**M1 wires**

Bar = 20 µm.
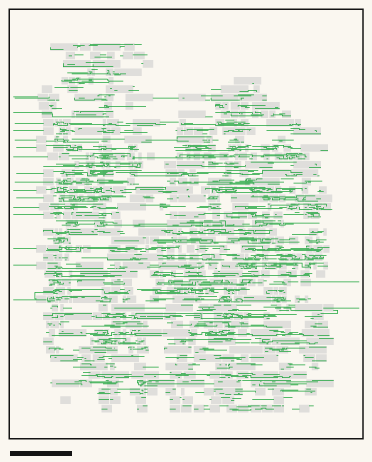
**Signal wires on met2**

Bar = 20 µm.
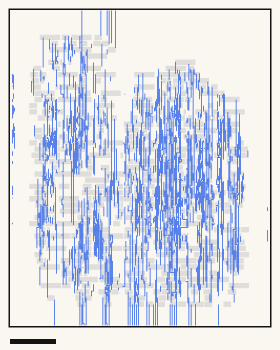
**The metal 3 layer**

Bar = 20 µm.
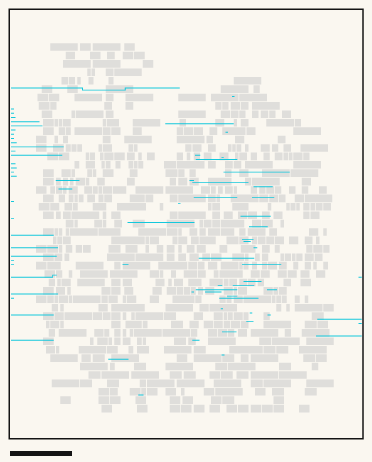
**The metal 4 layer**

Bar = 20 µm.
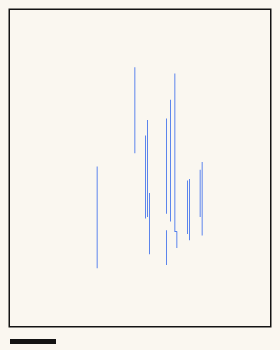
**Congestion heat map**

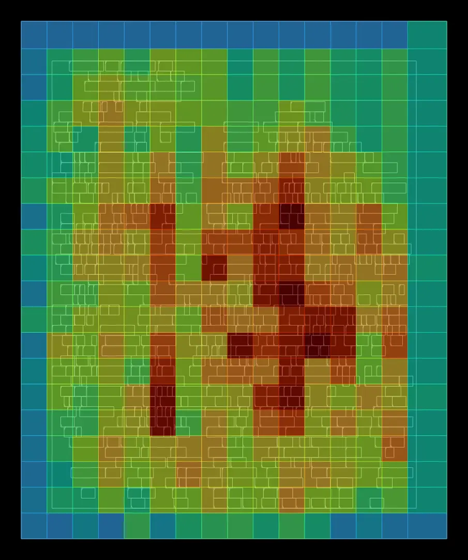
`src/rtl/transconv_layer_sequencer_pkg.sv`:
```
// transconv_layer_sequencer_pkg: shared state encoding, error codes and header instruction codes
package transconv_layer_sequencer_pkg;
    typedef enum logic [2:0] {
        IDLE    = 3'd0,
        LOAD_W  = 3'd1,
        LOAD_X  = 3'd2,
        COMPUTE = 3'd3,
        READ_Y  = 3'd4,
        DONE    = 3'd5,
        ERR     = 3'd6
    } state_e;
    localparam logic [1:0] ERR_NONE       = 2'd0;
    localparam logic [1:0] ERR_BAD_INSTR  = 2'd1;
    localparam logic [1:0] ERR_TIMEOUT    = 2'd2;
    localparam logic [1:0] ERR_UNEXP_DONE = 2'd3;
    localparam logic [7:0] INSTR_WR_W = 8'h01;
    localparam logic [7:0] INSTR_WR_X = 8'h02;
    localparam logic [7:0] INSTR_RD_Y = 8'h03;
    function automatic logic [7:0] expected_instr(input state_e s);
        return s == LOAD_W ? INSTR_WR_W : s == LOAD_X ? INSTR_WR_X : INSTR_RD_Y;
    endfunction
endpackage

```
`src/rtl/transconv_layer_sequencer_phase_watchdog.sv`:
```
// phase_watchdog: per-phase cycle counter, cleared on phase entry, expiring when the
// cycle being counted brings the total to a nonzero limit
module phase_watchdog #(
    parameter int W = 24
) (
    input  logic         aclk,
    input  logic         areset,
    input  logic         clr,
    input  logic         run,
    input  logic [W-1:0] limit,
    output logic         expired
);
    logic [W-1:0] cnt;
    always_ff @(posedge aclk or posedge areset) begin
        if (areset)
            cnt <= '0;
        else if (clr)
            cnt <= '0;
        else if (run)
            cnt <= cnt + W'(1);
    end
    assign expired = run && limit != '0 && cnt + W'(1) == limit;
endmodule

```
`src/rtl/transconv_layer_sequencer.sv`:
```
// transconv_layer_sequencer: walks a layer through weight load, per-tile input load,
// compute and readback, checking DMA headers and guarding each phase with a watchdog
module transconv_layer_sequencer
    import transconv_layer_sequencer_pkg::*;
#(
    parameter int TILE_W    = 8,
    parameter int TIMEOUT_W = 24
) (
    input  logic                 aclk,
    input  logic                 areset,
    input  logic                 start,
    input  logic                 abort,
    input  logic [TILE_W-1:0]    cfg_num_tiles,
    input  logic [TIMEOUT_W-1:0] cfg_timeout,
    input  logic                 header_valid,
    input  logic [7:0]           instr_code,
    input  logic                 write_done,
    input  logic                 read_done,
    input  logic                 comp_done,
    output logic                 comp_start,
    output logic                 bram_owner,
    output logic                 dma_allow,
    output logic                 busy,
    output logic                 layer_done,
    output logic                 error,
    output logic [1:0]           err_code,
    output logic [TILE_W-1:0]    tile_idx,
    output logic [2:0]           state_dbg
);
    state_e                state, nxt;
    logic [TILE_W-1:0]     tiles, tile_nxt;
    logic [TIMEOUT_W-1:0]  timeout;
    logic [1:0]            err_nxt, fault;
    logic                  active, adv, last, expired;

    assign active = state inside {LOAD_W, LOAD_X, COMPUTE, READ_Y};
    assign last   = tile_idx == tiles - TILE_W'(1);
    assign adv    = state == COMPUTE ? comp_done : state == READ_Y ? read_done : write_done;
    // The expected done pulse is tested before any fault, so it wins a same-cycle expiry
    assign fault  = header_valid && state != COMPUTE && instr_code != expected_instr(state) ? ERR_BAD_INSTR
                  : state == COMPUTE && (write_done || read_done) ? ERR_UNEXP_DONE
                  : expired ? ERR_TIMEOUT : ERR_NONE;

    always_comb begin
        nxt      = state;
        err_nxt  = err_code;
        tile_nxt = tile_idx;
        if (abort) begin
            nxt      = IDLE;
            err_nxt  = ERR_NONE;
            tile_nxt = '0;
        end else if (state == IDLE) begin
            if (start) begin
                nxt      = LOAD_W;
                tile_nxt = '0;
            end
        end else if (state == DONE) begin
            nxt = IDLE;
        end else if (active && adv) begin
            nxt      = state == LOAD_W ? LOAD_X : state == LOAD_X ? COMPUTE
                     : state == COMPUTE ? READ_Y : last ? DONE : LOAD_X;
            tile_nxt = state == READ_Y && !last ? tile_idx + TILE_W'(1) : tile_idx;
        end else if (active && fault != ERR_NONE) begin
            nxt     = ERR;
            err_nxt = fault;
        end
    end

    always_ff @(posedge aclk or posedge areset) begin
        if (areset) begin
            state      <= IDLE;
            tiles      <= '0;
            timeout    <= '0;
            tile_idx   <= '0;
            err_code   <= ERR_NONE;
            comp_start <= 1'b0;
            bram_owner <= 1'b0;
            dma_allow  <= 1'b0;
            busy       <= 1'b0;
            layer_done <= 1'b0;
            error      <= 1'b0;
        end else begin
            state <= nxt;
            if (state == IDLE && start && !abort) begin
                tiles   <= cfg_num_tiles == '0 ? TILE_W'(1) : cfg_num_tiles;
                timeout <= cfg_timeout;
            end
            tile_idx   <= tile_nxt;
            err_code   <= err_nxt;
            comp_start <= nxt == COMPUTE && state != COMPUTE;
            bram_owner <= nxt == COMPUTE;
            dma_allow  <= nxt inside {LOAD_W, LOAD_X, READ_Y};
            busy       <= nxt != IDLE;
            layer_done <= nxt == DONE;
            error      <= nxt == ERR;
        end
    end

    assign state_dbg = state;

    phase_watchdog #(.W(TIMEOUT_W)) u_watchdog (
        .aclk    (aclk),
        .areset  (areset),
        .clr     (nxt != state),
        .run     (active),
        .limit   (timeout),
        .expired (expired)
    );
endmodule

```
`config.mk`:
```
export PLATFORM = sky130hd
export DESIGN_NAME = transconv_layer_sequencer
export DESIGN_NICKNAME = d
export VERILOG_FILES = /design/src/rtl/transconv_layer_sequencer_pkg.sv /design/src/rtl/transconv_layer_sequencer_phase_watchdog.sv /design/src/rtl/transconv_layer_sequencer.sv
export SDC_FILE = /design/constraint.sdc
export NUM_CORES = 1
export LEC_CHECK = 0
export CAP_MARGIN = 20
export CORE_ASPECT_RATIO = 1.25
export CORE_MARGIN = 8
export CORE_UTILIZATION = 40
export CTS_CLUSTER_DIAMETER = 60
export DETAILED_ROUTE_END_ITERATION = 6
export SLEW_MARGIN = 20
export SYNTH_ARGS = -nofsm -noshare
export SYNTH_HDL_FRONTEND = slang
export SYNTH_SLANG_ARGS = --single-unit
```
`constraint.sdc`:
```
create_clock -name aclk -period 3.31 [get_ports aclk]
set_clock_uncertainty 0.15 [all_clocks]
set_input_delay 0.662 -clock aclk [delete_from_list [all_inputs] [get_ports aclk]]
set_output_delay 0.662 -clock aclk [all_outputs]
set_load 0.01 [all_outputs]
```
==> results.json <==
{
  "fin_setup_tns_ns": -0.0471,
  "comb_share_pct": 43.4,
  "fp.dieW_um": 114,
  "min_delay_path_depth": 1,
  "seqCellArea_um2": 1880,
  "setup_slack_ns": -0.00956,
  "crit_chain": "ha_2 -> nand3_2 -> buf_4 -> nor3_4 -> xnor2_1 -> a2111oi_2 -> nand4_1 -> a211o_1 -> nor4_4 -> buf_6 -> a211oi_4 -> o221ai_4 -> buf_4 -> nor2_1",
  "gr-total-overflow": 0,
  "synth_top_cell_by_count": "dfrtp_1",
  "dpl_worst_slack_ns": -0.165,
  "hold_class": "flip-flop to flip-flop",
  "buffer_area_share_pct": 18.1,
  "cts_setup_buffers": 3,
  "taps": 161,
  "portBuffers": 66,
  "pg_clk_mw": 1.16,
  "slew_viol_final": 0,
  "synthMuxAreaShare_pct": 7.22,
  "antenna_cells": 0,
  "vdd_drop_max_mv": 0.230,
  "cts_sinks": 75,
  "edf_count": 0,
  "synth-simple-area-share_pct": 24.9,
  "antenna_found_initial": 0,
  "drtPass1Iterations": 4,
  "via_per_inst": 5.23,
  "min_to": "tiles[7]",
  "placed_area_um2": 5930,
  "worstSetupStartpointType": "flip-flop",
  "slew_headroom_pct": 64.7,
  "reg2reg_setup_slack_ns": -0.01,
  "crit_type": "flip-flop to flip-flop",
  "routed.top_layer": "met4",
  "synthDistinctLibCells": 62,
  "p_total_mw": 3.27,
  "crit_arrival_ns": 3.40,
  "fin_crit_ns": 3.32,
  "fp_util_pct": 41.1,
  "p_seq_mw": 1.20,
  "setup.worst_path.end": "u_watchdog.cnt[4]",
  "crit_top_cell": "buf_4",
  "grt.total_usage_pct": 17.5,
  "power_switching_mw": 1.00,
  "synth_nets": 541,
  "mostFrequentLayoutCell": "dfrtp_1",
  "synth.comb.largest_family": "simple AND/OR/NAND/NOR gates",
  "worst_r2r_endpoint": "u_watchdog.cnt[4]",
  "tightest_slew_ns": 0.525,
  "route.met3.wl_um": 512,
  "fin_crit_sh_pct": 100,
  "first_global_vias": 4281,
  "ys_sh_aoi_pct": 8.06,
  "final_cells": 768,
  "num_rows": 44,
  "top_cell_area_share_pct": 39.1,
  "setup_viol": 12,
  "clkSlewWorstSetupHoldPaths_ns": 0.06,
  "cp_slowest_cell": "dfrtp_1",
  "seq_cells": 75,
  "ctsHoldBuffers": 0,
  "status": "finished with violations",
  "ys_cells": 489,
  "cts-root-buf": "clkbuf_16",
  "grt_pass1_wl_um": 21700,
  "die_area_um2": 15800,
  "violations": "negative setup slack",
  "synth-xor-area-share_pct": 14.8,
  "ff_type": "dfrtp_1",
  "place_hpwl_um": 9960,
  "power_leader": "registers",
  "drtAntennaViolNets": 0,
  "design_area_um2": 6380,
  "inverters": 8,
  "p_comb_mw": 0.915,
  "p_comb_share_pct": 27.9,
  "synthTopCellsByArea": "dfrtp_1 (39%), xnor2_1 (8.0%), mux2_2 (6.8%)",
  "syn_inst": 489,
  "whs_ns": 0.385,
  "crit_buf_inv": 3,
  "cts_tree": "done",
  "r2r_start": "u_watchdog.cnt[1]"
}
Notes on 'M1 wires' above:
main direction = horizontal
share of all routed wire = 41%
wire length on this layer = 5360 µm
longest straight run = 28.1 µm
nets with wire on the layer = 597
drt total wl: 13200 µm
met1 Use GR: 19.5%
via count: 4018

Notes on 'signal wires on met2' above:
main direction = vertical
share of all routed wire = 52%
grt met2 use: 30.0%

Notes on 'the metal 3 layer' above:
wire length on this layer = 513 µm
longest straight run = 23.0 µm
main direction = horizontal
share of all routed wire = 3.9%
met3 usage: 3.44%

Notes on 'the metal 4 layer' above:
nets with wire on the layer = 12
main direction = vertical

Notes on 'congestion heat map' above:
Final Util: 54.7%
WL per Instance: 17.2 µm
grt peak-use layer: met2

